**src/rtl/roll_uart_tx.sv**
```systemverilog
`default_nettype none
// ============================================================================
//  Module   : roll_uart_tx
//  Purpose  : Sends a 5-bit die roll on a UART line as two ASCII decimal
//             digits followed by CR LF (4 bytes, 8N1, LSB first).
//  Revision : 1.0 - initial release
// ============================================================================
module roll_uart_tx #(
    parameter int CLKS_PER_BIT = 434
) (
    input  logic       i_clk,
    input  logic       i_reset,
    input  logic       i_start,
    input  logic [4:0] i_dieRoll,
    output logic       o_tx,
    output logic       o_busy,
    output logic       o_done
);

    localparam int                CNT_W    = (CLKS_PER_BIT > 1) ? $clog2(CLKS_PER_BIT) : 1;
    localparam logic [CNT_W-1:0]  CNT_LAST = CNT_W'(CLKS_PER_BIT - 1);

    typedef enum logic [2:0] {
        IDLE  = 3'd0,
        START = 3'd1,
        DATA  = 3'd2,
        STOP  = 3'd3,
        DONE  = 3'd4
    } state_t;

    state_t           state_q, state_d;
    logic [CNT_W-1:0] cnt_q, cnt_d;
    logic [2:0]       bit_q, bit_d;
    logic [1:0]       byte_q, byte_d;
    logic [4:0]       roll_q, roll_d;
    logic             tx_q, tx_d;
    logic             start_q;

    logic [1:0]       tens;
    logic [4:0]       tens_x10;
    logic [3:0]       ones;
    logic [7:0]       cur_byte;
    logic             cnt_last;
    logic             accept;

    // Decimal split of the latched roll and selection of the byte on the wire
    always_comb begin
        tens     = 2'd0;
        tens_x10 = 5'd0;
        if (roll_q >= 5'd30) begin
            tens     = 2'd3;
            tens_x10 = 5'd30;
        end else if (roll_q >= 5'd20) begin
            tens     = 2'd2;
            tens_x10 = 5'd20;
        end else if (roll_q >= 5'd10) begin
            tens     = 2'd1;
            tens_x10 = 5'd10;
        end
        ones = 4'(roll_q - tens_x10);
        case (byte_q)
            2'd0:    cur_byte = {6'b001100, tens};
            2'd1:    cur_byte = {4'h3, ones};
            2'd2:    cur_byte = 8'h0D;
            default: cur_byte = 8'h0A;
        endcase
    end

    // A request is taken in IDLE, or in DONE when i_start has been held
    // high (not a fresh pulse) so back-to-back frames have no idle gap
    assign accept   = i_start && ((state_q == IDLE) || ((state_q == DONE) && start_q));
    assign cnt_last = (cnt_q == CNT_LAST);

    // Next-state, baud counter and registered line value
    always_comb begin
        state_d = state_q;
        cnt_d   = cnt_q + CNT_W'(1);
        bit_d   = bit_q;
        byte_d  = byte_q;
        roll_d  = roll_q;
        tx_d    = tx_q;
        case (state_q)
            IDLE: begin
                cnt_d = '0;
                tx_d  = 1'b1;
                if (accept) begin
                    state_d = START;
                    roll_d  = i_dieRoll;
                    byte_d  = 2'd0;
                    tx_d    = 1'b0;
                end
            end
            START: begin
                if (cnt_last) begin
                    cnt_d   = '0;
                    state_d = DATA;
                    bit_d   = 3'd0;
                    tx_d    = cur_byte[0];
                end
            end
            DATA: begin
                if (cnt_last) begin
                    cnt_d = '0;
                    if (bit_q == 3'd7) begin
                        state_d = STOP;
                        tx_d    = 1'b1;
                    end else begin
                        bit_d = bit_q + 3'd1;
                        tx_d  = cur_byte[bit_q + 3'd1];
                    end
                end
            end
            STOP: begin
                if (cnt_last) begin
                    cnt_d = '0;
                    if (byte_q != 2'd3) begin
                        byte_d  = byte_q + 2'd1;
                        state_d = START;
                        tx_d    = 1'b0;
                    end else begin
                        state_d = DONE;
                        tx_d    = 1'b1;
                    end
                end
            end
            DONE: begin
                cnt_d   = '0;
                tx_d    = 1'b1;
                state_d = IDLE;
                if (accept) begin
                    state_d = START;
                    roll_d  = i_dieRoll;
                    byte_d  = 2'd0;
                    tx_d    = 1'b0;
                end
            end
            default: begin
                state_d = IDLE;
                cnt_d   = '0;
                tx_d    = 1'b1;
            end
        endcase
    end

    // State and datapath registers, cleared immediately by reset
    always_ff @(posedge i_clk or posedge i_reset) begin
        if (i_reset) begin
            state_q <= IDLE;
            cnt_q   <= '0;
            bit_q   <= 3'd0;
            byte_q  <= 2'd0;
            roll_q  <= 5'd0;
            tx_q    <= 1'b1;
            start_q <= 1'b0;
        end else begin
            state_q <= state_d;
            cnt_q   <= cnt_d;
            bit_q   <= bit_d;
            byte_q  <= byte_d;
            roll_q  <= roll_d;
            tx_q    <= tx_d;
            start_q <= i_start;
        end
    end

    assign o_tx   = tx_q;
    assign o_busy = (state_q != IDLE);
    assign o_done = (state_q == DONE);

endmodule
`default_nettype wire

```
**config.mk**
```make
export PLATFORM = sky130hd
export DESIGN_NAME = roll_uart_tx
export DESIGN_NICKNAME = d
export VERILOG_FILES = /design/src/rtl/roll_uart_tx.sv
export SDC_FILE = /design/constraint.sdc
export NUM_CORES = 1
export LEC_CHECK = 0
export CAP_MARGIN = 20
export CORE_ASPECT_RATIO = 0.9
export CORE_UTILIZATION = 55
export DETAILED_ROUTE_END_ITERATION = 16
export GPL_TIMING_DRIVEN = 0
export PLACE_DENSITY = 0.76
export SLEW_MARGIN = 30
export SYNTH_ARGS = -nofsm -noshare
export SYNTH_HDL_FRONTEND = slang
export SYNTH_SLANG_ARGS = --single-unit
export TNS_END_PERCENT = 10
```
**constraint.sdc**
```tcl
create_clock -name i_clk -period 2.4 [get_ports i_clk]
set_input_delay 0.36 -clock i_clk [delete_from_list [all_inputs] [get_ports i_clk]]
set_output_delay 0.36 -clock i_clk [all_outputs]
set_load 0.005 [all_outputs]
```
==> flow_summary.json, run 1 <==
{
  "tightestPinTransition_ns": 0.819,
  "synth_area_mm2": 0.00147,
  "die_area_mm2": 0.00289,
  "tool_warnings": 31,
  "yosys_area_mm2": 0.00147,
  "slew_headroom": 0.450,
  "startpoint_type": "register",
  "hold_path_class": "in -> async",
  "dr_total_vias": 1154,
  "cp_slowest_cell": "or4b_4",
  "ctsHoldBuffers": 0,
  "wl_per_cell_um": 13.4,
  "antenna_found_initial": 0,
  "finClkSkew_ns": 0.00844,
  "power_per_cell_area_mw_per_mm2": 818,
  "dr.pass1.iters": 4,
  "largest_area_cell": "dfrtp_1",
  "required_ns": 2.67,
  "num_antenna_cells": 0,
  "cp_common_cell": "ha_1",
  "max_freq_mhz": 436,
  "final_cell_area_mm2": 0.00170,
  "synth-async-reset-ratio": 1.00,
  "drv_slew": 0,
  "critical_path_class": "reg -> reg",
  "grt_first_pass_wirelength_um": 4440,
  "path_clk_slew_ns": 0.13,
  "syn2layout_area_growth_pct": 15.4,
  "setup_ws_ns": 0.104,
  "cts_htree_levels": 1,
  "rsz0062_at_grt": "no",
  "place_worst_setup_slack_ns": 0.0253,
  "topCellsByArea": "dfrtp_1 39%, ha_1 8.5%, nor2_1 5.1%, mux2_2 3.8%, nand2_1 3.3%",
  "port_buffers": 10,
  "crit_fanout": 7,
  "cap_viol_max_count": 0,
  "syn_avg_cell_area_um2": 9.51,
  "synth_nets": 174,
  "total_power_mw": 1.39,
  "ff_type": "dfrtp_1",
  "crit_buf_inv": 0,
  "final_util": 0.683,
  "cts_buffers": 3,
  "finalCritPeriodShare": 0.957,
  "routed_via_density": 5.83,
  "drtIter0Drc": 26,
  "ys_types": 41,
  "clk_latency_ns": 0.32,
  "critPathTopFamily": "simple AND/OR/NAND/NOR gates",
  "holdWs_ns": 0.386,
  "io_pins": 11,
  "nets": 190,
  "place_congestion": 0.825,
  "dpl.hpwl_um": 1990,
  "status": "complete, no violations",
  "yosysWarnings": 0,
  "place_inst": 193,
  "postSynthSeqShare": 0.408,
  "path_cells": "ha_1 -> ha_1 -> or4b_4 -> a311oi_2 -> and2b_1 -> o22ai_1 -> a21oi_2",
  "initCoreUtil": 0.592,
  "setup_tns_ns": 0,
  "cellLeakagePower_nw": 0.785,
  "drive_gt1_frac": 0.147,
  "top_cells_by_count": "23 x dfrtp_1, 20 x nor2_1, 13 x nand2_1",
  "grt_max_degree": 25,
  "setup_violations": 0,
  "numSynthFlops": 24,
  "finalCriticalPeriod_ns": 2.30,
  "grt_pass1_vias": 1009,
  "fin_cells": 198,
  "cts.sinks": 24,
  "arrival_ns": 2.56,
  "synth_top_area_share": 0.390,
  "overflow": 0,
  "postRouteAntennaNets": 0,
  "rows": 17,
  "route.detailed.drc": 0,
  "endpoint_kind": "register",
  "critPathMaxStageDelay_ns": 0.50,
  "tritoncts": "done",
  "netlist_instances": 155,
  "clockRootBuffer": "clkbuf_4",
  "grtUsageTotal": 0.203,
  "ys_cells": 155,
  "hold_viol_final": 0,
  "top_cell": "dfrtp_1",
  "wl_um": 2660
}
## run 1: logic make-up after synthesis
| group | Yosys count | synth area share |
|---|---|---|
| adders and majority gates | 11 | 0.0985 |
| buffers and inverters | 15 | 0.0450 |
| DFF | 24 | 0.408 |
| muxes | 7 | 0.0518 |
| AOI/OAI and AO/OA | 29 | 0.136 |
| xor gates and xnor gates | 7 | 0.0416 |
| and+or+nand+nor | 62 | 0.219 |
## run 1: area by class of cell
cell class	count	area, um2
plain buffers	4	25.0
clock buffers	3	22.5
clock inverters	1	30.0
fillers	197	788
inverters	11	41.3
multi-input cells	116	835
flip-flops and latches	24	604
well taps	28	35.0
repair buffers	11	108
## run 1: layout by cell type, fill, tap and decap left out, types with 2 or more instances in the layout
cell | synthesis | final
ha_1 | 10 | 10
mux2i_1 | 2 | 2
o21ai_1 | 2 | 2
dfrtp_1 | 23 | 21
a221oi_1 | 2 | 2
nor2b_1 | 3 | 2
a21o_1 | 3 | 3
a211oi_2 | 0 | 2
nor2_1 | 20 | 20
a21oi_1 | 6 | 6
xor2_1 | 3 | 3
nand2b_1 | 5 | 5
mux2_2 | 5 | 5
nand3_1 | 8 | 7
buf_2 | 2 | 2
dfrtp_2 | 0 | 2
inv_1 | 11 | 10
nand2_1 | 13 | 13
nor3b_1 | 2 | 2
xnor2_1 | 4 | 4
clkdlybuf4s50_1 | 0 | 10
or3_1 | 3 | 3
o211ai_1 | 2 | 2
clkbuf_4 | 0 | 3
o21ai_0 | 5 | 5
## run 1: metal layers
| metal | global-route usage | part of all wire | up-vias |
|---|---|---|---|
| met3 | 0.0532 | 0.047 | 5 |
| met2 | 0.327 | 0.48 | 28 |
| met1 | 0.271 | 0.47 | 550 |
| met4 | 0.0610 | 0.011 | 0 |
| li1 | - | - | 571 |
| met5 | 0 | 0 | - |
## run 1: registers in the layout, summed over array words and instances, names as in the netlist
register and count:
cnt_q 9, state_q 3, roll_q 5, byte_q 2, start_q 1, o_tx 1
bit_q 3
## run 1: power by group
part | leakage, nW | internal [mW] | switching, mW
registers | 0.306 | 0.506 | 0.107
clock network | 0.0279 | 0.169 | 0.122
logic | 0.451 | 0.245 | 0.242
## run 1: worst paths after layout
| kind | from | endpoint | slack [ns] | depth (start not counted) |
|---|---|---|---|---|
| worst max-delay path | bit_q[0] | o_tx | 0.10 | 7 |
| worst min-delay path | i_reset | cnt_q[7] | 0.39 | 2 |
| worst max register to register | bit_q[0] | o_tx | 0.10 | 7 |
| worst min register to register | cnt_q[0] | cnt_q[0] | 0.49 | 1 |
| max in group asynchronous | i_reset | roll_q[4] | 1.59 | 2 |
| min in group i_clk | cnt_q[0] | cnt_q[0] | 0.49 | 1 |
## run 1: repair_timing
action,4_1_cts,5_1_grt
gates resized,0,9
setup endpoints to repair,0,1
buffers inserted,0,1
**Run 1: floorplan with the power grid**

(6 px per um) Pins as bars on the die edge.
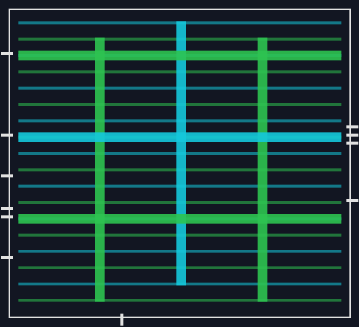
legend:
  VSS:
    colour: green
  VDD:
    colour: cyan
rows: 17
met1 rails: 18
met4 straps: 3
met5 straps: 3
Die Width: 56.6 um
die y size: 51.1 um
Max IR drop VDD: 686 uV
core area: 0.00249 mm2

**Run 1: cell classes on the final placement**

(4 px per um) Fill, decap, tap and diode cells in grey.
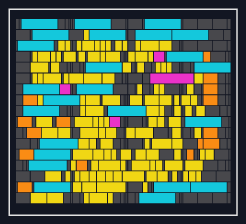
legend:
  sequential cells:
    colour: cyan
    cells: 24
    share_of_their_area: 36%
  remaining logic cells:
    colour: yellow
    cells: 127
    share_of_their_area: 53%
  clock drivers and dummy loads:
    colour: magenta
    cells: 4
    share_of_their_area: 3.2%
  remaining buffers and delay cells:
    colour: orange
    cells: 15
    share_of_their_area: 8.0%

**Run 1: routed clock nets over the placement**

(10 px per um)
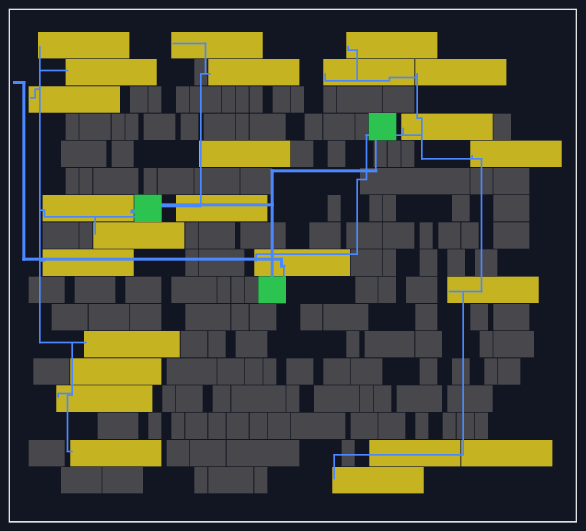
legend:
  clock wires:
    colour: blue
    length: 291 um
  clock-net drivers:
    colour: green
    count: 3
  flip-flops:
    colour: yellow
    count: 24
flops lie: widely spread

==> inputs of run 2 (changes only) <==
GPL_ROUTABILITY_DRIVEN = 0   (was not set)
**Run 2: routed clock nets over the placement**

(10 px per um)
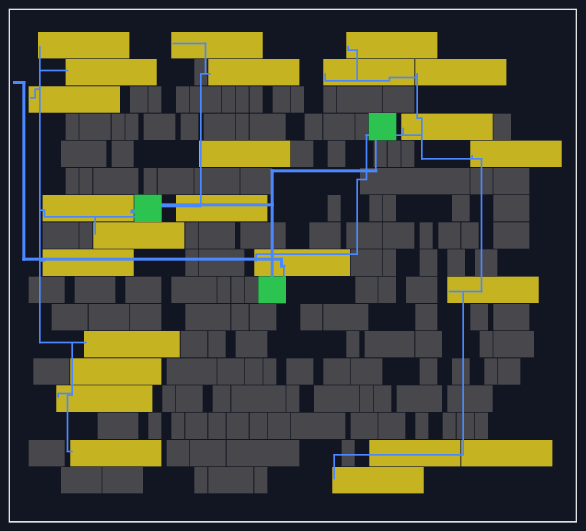
legend:
  flip-flops:
    colour: yellow
    count: 24
  clock-net drivers:
    colour: green
    count: 3
  clock wires:
    colour: blue
    length: 291 um
flops lie: widely spread
clk_lat worst skew: 0.32 ns
Final Skew: 0.00844 ns
Clk. pwr: 291 uW
Clk pwr share: 0.209

**Run 2: floorplan with the power grid**

(6 px per um) Pins as bars on the die edge.
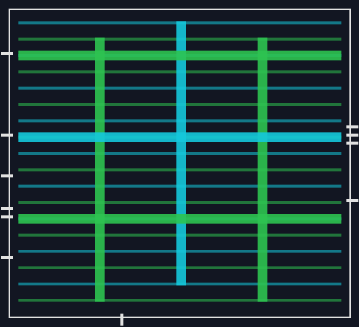
legend:
  VDD:
    colour: cyan
  VSS:
    colour: green
met1 rails: 18
rows: 17
signal pins: 11

==> run 2 against run 1 <==
Net effect:
- area after synthesis did not move
- combinational power hardly changed
- global-route usage is the same
==> flow_summary.json, run 2 <==
{
  "largest_area_cell": "dfrtp_1",
  "numSynthFlops": 24,
  "ctsHoldBuffers": 0,
  "syn_avg_cell_area_um2": 9.51,
  "adder_share": 0.0985,
  "cellLeakagePower_nw": 0.785,
  "initCoreUtil": 0.592,
  "syn2layout_area_growth_pct": 15.4,
  "finalCritPeriodShare": 0.957,
  "route.detailed.drc": 0,
  "tool_warnings": 31,
  "synth_area_mm2": 0.00147,
  "cp_slowest_cell": "or4b_4",
  "wl_per_cell_um": 13.4,
  "holdWs_ns": 0.386,
  "postRouteAntennaNets": 0,
  "drv_slew": 0,
  "drtIter0Drc": 26,
  "num_antenna_cells": 0,
  "ys_types": 41,
  "cap_viol_max_count": 0,
  "tightestPinTransition_ns": 0.819,
  "tritoncts": "done",
  "wl_um": 2660,
  "overflow": 0,
  "cp_common_cell": "ha_1",
  "yosysWarnings": 0,
  "top_cell": "dfrtp_1",
  "max_freq_mhz": 436,
  "grt_first_pass_wirelength_um": 4440,
  "postSynthSeqShare": 0.408,
  "netlist_instances": 155,
  "ff_type": "dfrtp_1",
  "synth_top_area_share": 0.390,
  "arrival_ns": 2.56,
  "ir_drop_uv": 686,
  "top_cells_by_count": "23 x dfrtp_1, 20 x nor2_1, 13 x nand2_1",
  "crit_buf_inv": 0,
  "synthTopLogicFamily": "simple AND/OR/NAND/NOR gates",
  "cts_buffers": 3,
  "startpoint_type": "register",
  "finalCriticalPeriod_ns": 2.30,
  "design.core.area_mm2": 0.00249,
  "rsz0062_at_grt": "no",
  "dieHeight_um": 51.1,
  "largestRegisters": "cnt_q (9), roll_q (5)",
  "ys_sh_mux": 0.0518,
  "final_common_cell": "dfrtp_1",
  "grtUsageTotal": 0.203,
  "path_cells": "ha_1 -> ha_1 -> or4b_4 -> a311oi_2 -> and2b_1 -> o22ai_1 -> a21oi_2",
  "antenna_found_initial": 0,
  "critical_path_class": "reg -> reg",
  "die_area_mm2": 0.00289,
  "setup_tns_ns": 0,
  "simple_gate_share": 0.219,
  "lay_top_cells": "21 x dfrtp_1, 20 x nor2_1, 13 x nand2_1",
  "port_buffers": 10,
  "power_per_cell_area_mw_per_mm2": 818,
  "cts_htree_levels": 1,
  "status": "complete, no violations",
  "setup_violations": 0,
  "clockRootBuffer": "clkbuf_4"
}
-- run 2: cell families (layout without fill, tap and decap cells) --
group / after synthesis / in the layout
AND/OR/NAND/NOR: 62 / 62
AND-OR/OR-AND: 29 / 29
XOR/XNOR: 7 / 7
flip-flops: 24 / 24
buffers and inverters: 15 / 30
multiplexers: 7 / 7
adder cells (fa/ha/maj): 11 / 11
-- run 2: area by class of cell --
class	count	share of cell area
timing repair buffer	11	0.0633
sequential	24	0.355
clock buffer	3	0.0132
inverter	11	0.0243
buffer	4	0.0147
tap	28	0.0206
clock inverter	1	0.0177
multi-input combinational	116	0.491
-- run 2: path summary, 6_finish.rpt --
path | slack [ns] | depth (start not counted) | startpoint | endpoint
min in group i_clk | 0.49 | 1 | cnt_q[0] | cnt_q[0]
max | 0.10 | 7 | bit_q[0] | o_tx
max in group asynchronous | 1.59 | 2 | i_reset | roll_q[4]
min reg2reg | 0.49 | 1 | cnt_q[0] | cnt_q[0]
max reg2reg | 0.10 | 7 | bit_q[0] | o_tx
min | 0.39 | 2 | i_reset | cnt_q[7]
-- run 2: report_power, final --
group	internal, mW	switching [mW]	leakage, nW
Sequential	0.506	0.107	0.306
Combinational	0.245	0.242	0.451
Clock	0.169	0.122	0.0279
Total	0.919	0.471	0.785
-- run 2: per-layer routing --
layer  track usage  part of all wire
met4        0.0610             0.011
met1         0.271              0.47
met5             0                 0
met3        0.0532             0.047
met2         0.327              0.48
-- run 2: stage by stage --
| step | util | worst slack [ns] | power [mW] | cells |
|---|---|---|---|---|
| final | 0.683 | 0.104 | 1.39 | 198 |
| after global routing | 0.683 | 0.00159 | 1.50 | 198 |
| after CTS | 0.668 | 0.0166 | 1.36 | 197 |
| after detailed placement | 0.647 | 0.0253 | 1.06 | 193 |
| after global placement | 0.647 | 0.0866 | 1.04 | 193 |
| after floorplan | - | 0.275 | 0.926 | 155 |
-- run 2: repair_timing --
action,CTS,global route
resized,0,9
buffers inserted,0,1
setup endpoints to repair,0,1
**Run 2: cell placement**

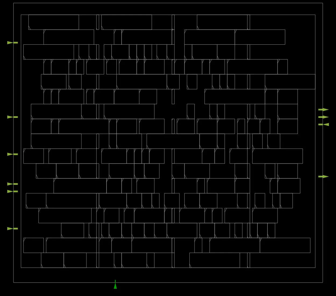

==> inputs of run 3 (changes only) <==
MAX_ROUTING_LAYER = met4   (was not set)
SETUP_SLACK_MARGIN = 0.02   (was not set)
**Run 3: cell placement**

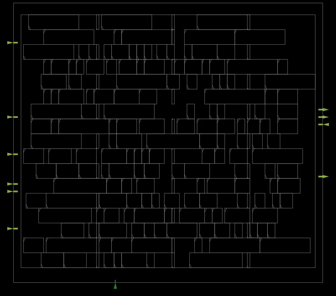
fin util: 0.687
fill cell count: 195
fin cells: 198
Core Rows: 17
flop count: 24

**Run 3: routed clock nets over the placement**

(10 px per um)
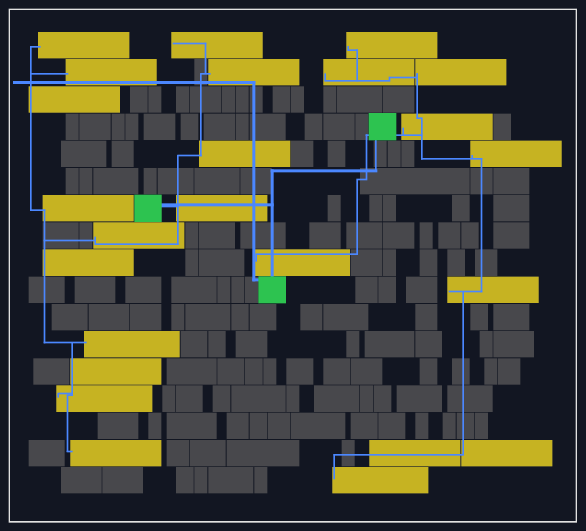
legend:
  clock-net drivers:
    colour: green
    count: 3
  flip-flops:
    colour: yellow
    count: 24
  clock wires:
    colour: blue
    length: 297 um
flops lie: widely spread

==> run 3 against run 2 <==
Net effect:
- routed wire length increased by 0.38%
- critical path type unchanged
- first-iteration DRC count decreased by 12%
- clock skew decreased by 0.00059 ns
- register-to-register slack improved by 0.04 ns
- utilization increased by 0.35 points
- setup slack improved by 0.038 ns
==> flow_summary.json, run 3 <==
{
  "status": "complete, no violations",
  "cp_slowest_cell": "or4b_4",
  "finalCritPeriodShare": 0.941,
  "startpoint_type": "register",
  "synth-async-reset-ratio": 1.00,
  "rsz0062_at_grt": "no",
  "top_cell": "dfrtp_1",
  "path_clk_slew_ns": 0.13,
  "setup_ws_ns": 0.142,
  "crit_fanout": 7,
  "die_area_mm2": 0.00289,
  "cts.sinks": 24,
  "ys_types": 41,
  "pwr-share-clk": 0.207,
  "ir_drop_uv": 688,
  "yosysWarnings": 0,
  "grt_max_degree": 25,
  "dieHeight_um": 51.1,
  "routed_via_density": 5.69,
  "max_freq_mhz": 443,
  "io_pins": 11,
  "largest_reg_flops": 9,
  "fp.dieW_um": 56.6,
  "endpoint_kind": "register",
  "clockRootBuffer": "clkbuf_4",
  "synth_nets": 174,
  "r2r-end": "o_tx",
  "tritoncts": "done",
  "ff_type": "dfrtp_1",
  "reg2regPathDepth": 7,
  "postRouteAntennaNets": 0,
  "synth_top_area_share": 0.390,
  "slew_headroom": 0.442,
  "setup_violations": 0,
  "switching_share": 0.340,
  "startpoint": "bit_q[0]",
  "dpl.hpwl_um": 1990,
  "route.detailed.drc": 0,
  "dr_total_vias": 1127,
  "yosys_area_mm2": 0.00147,
  "top_cells_by_count": "23 x dfrtp_1, 20 x nor2_1, 13 x nand2_1",
  "worstSetupEndpoint": "o_tx",
  "wl_um": 2670,
  "regArea_um2": 606,
  "ctsHoldBuffers": 0,
  "cts_htree_levels": 1,
  "tool_warnings": 31,
  "power_frac_seq": 0.440,
  "drv_slew": 0,
  "regMostFlops": "cnt_q",
  "grt_pass1_vias": 1014,
  "synth_area_mm2": 0.00147,
  "cap_viol_max_count": 0,
  "drive_gt1_frac": 0.159,
  "arrival_ns": 2.53,
  "p_sw_uw": 478,
  "total_power_mw": 1.41,
  "dr.pass1.iters": 4,
  "tightestPinTransition_ns": 0.832,
  "timing.rr.start": "bit_q[0]",
  "finalCriticalPeriod_ns": 2.26,
  "syn2layout_area_growth_pct": 16.0,
  "drtIter0Drc": 23,
  "power_per_cell_area_mw_per_mm2": 823,
  "ys_cells": 155,
  "critPathMaxStageDelay_ns": 0.50,
  "syn_avg_cell_area_um2": 9.51,
  "critical_path_class": "reg -> reg",
  "postSynthSeqShare": 0.408,
  "cp_common_cell": "ha_1",
  "setup_tns_ns": 0,
  "finClkSkew_ns": 0.00784,
  "netlist_instances": 155,
  "p_comb_frac": 0.353,
  "grt_first_pass_wirelength_um": 4430,
  "largest_area_cell": "dfrtp_1",
  "largestRegisters": "cnt_q (9), roll_q (5)",
  "cellLeakagePower_nw": 0.789,
  "nets": 190,
  "path_cells": "ha_1 -> ha_1 -> or4b_4 -> a311oi_2 -> and2b_1 -> o22ai_1 -> a21oi_2",
  "combGateArea_um2": 842,
  "initCoreUtil": 0.592,
  "r2r_setup_slack_ns": 0.14,
  "clk_latency_ns": 0.32,
  "topCellsByArea": "dfrtp_1 39%, ha_1 8.5%, nor2_1 5.1%, mux2_2 3.8%, nand2_1 3.3%",
  "grtUsageTotal": 0.208,
  "hold_viol_final": 0,
  "port_buffers": 10,
  "intPower_uw": 929,
  "place_worst_setup_slack_ns": 0.0253
}
run 3: cells by family (layout without fill, tap and decap cells):
group / after synthesis / count (layout) / synth area share
adders and majority gates: 11 / 11 / 0.0985
muxes: 7 / 7 / 0.0518
and+or+nand+nor: 62 / 62 / 0.219
xor gates and xnor gates: 7 / 7 / 0.0416
AOI/OAI and AO/OA: 29 / 29 / 0.136
buffers and inverters: 15 / 30 / 0.0450
DFF: 24 / 24 / 0.408
run 3: worst min path at each step:
| stage | startpoint | to | slack, ns | depth (start not counted) |
|---|---|---|---|---|
| floorplan | i_reset | bit_q[0] | 0.37 | 1 |
| global placement | cnt_q[0] | cnt_q[0] | 0.47 | 1 |
| detailed placement | cnt_q[0] | cnt_q[0] | 0.48 | 1 |
| CTS | cnt_q[0] | cnt_q[0] | 0.49 | 1 |
| global route | i_reset | cnt_q[0] | 0.45 | 2 |
| finish | i_reset | cnt_q[7] | 0.39 | 2 |
run 3: critical path: cells and delay by family, from the launching register on:
kind | cells | cell delay, ns
adders and majority gates | 2 | 0.55
AOI/OAI and AO/OA | 3 | 0.50
DFF | 1 | 0.48
and+or+nand+nor | 2 | 0.66
run 3: timing repair:
item | in CTS | in global routing
gates resized | 0 | 11
buffers inserted | 0 | 1
pin swaps | 1 | 2
endpoints found under the setup margin | 1 | 1
run 3: layer usage:
layer  global-route usage  share of wire  up-vias
met4               0.0610          0.012        0
met5                    -              0        -
met2                0.327           0.47       21
met3               0.0532          0.039        5
met1                0.269           0.48      533
li1                     -              -      568
run 3: layout make-up:
cell class	count	share of cell area
Clock buffer	3	0.0132
Multi-Input combinational cell	116	0.493
Timing Repair Buffer	11	0.0630
Inverter	11	0.0242
Tap cell	28	0.0205
Clock inverter	1	0.0176
Buffer	4	0.0146
Sequential cell	24	0.354
run 3: power groups by stage:
stage / logic, mW / registers (mW) / clock network [mW]
6_report: 0.497 / 0.619 / 0.291
5_1_grt: 0.567 / 0.635 / 0.313
4_1_cts: 0.454 / 0.604 / 0.302
3_5_place_dp: 0.451 / 0.613 / 0
3_3_place_gp: 0.431 / 0.608 / 0
2_1_floorplan: 0.336 / 0.590 / 0
run 3: metrics by stage:
stage          std cells  hold WS (ns)  cell area [um2]   util
2_1_floorplan        155         0.374             1470      -
3_3_place_gp         193         0.472             1610  0.647
3_5_place_dp         193         0.477             1610  0.647
4_1_cts              197         0.495             1660  0.668
5_1_grt              198         0.453             1710  0.687
6_report             198         0.390             1710  0.687
Power and IR drop assume default switching activity.
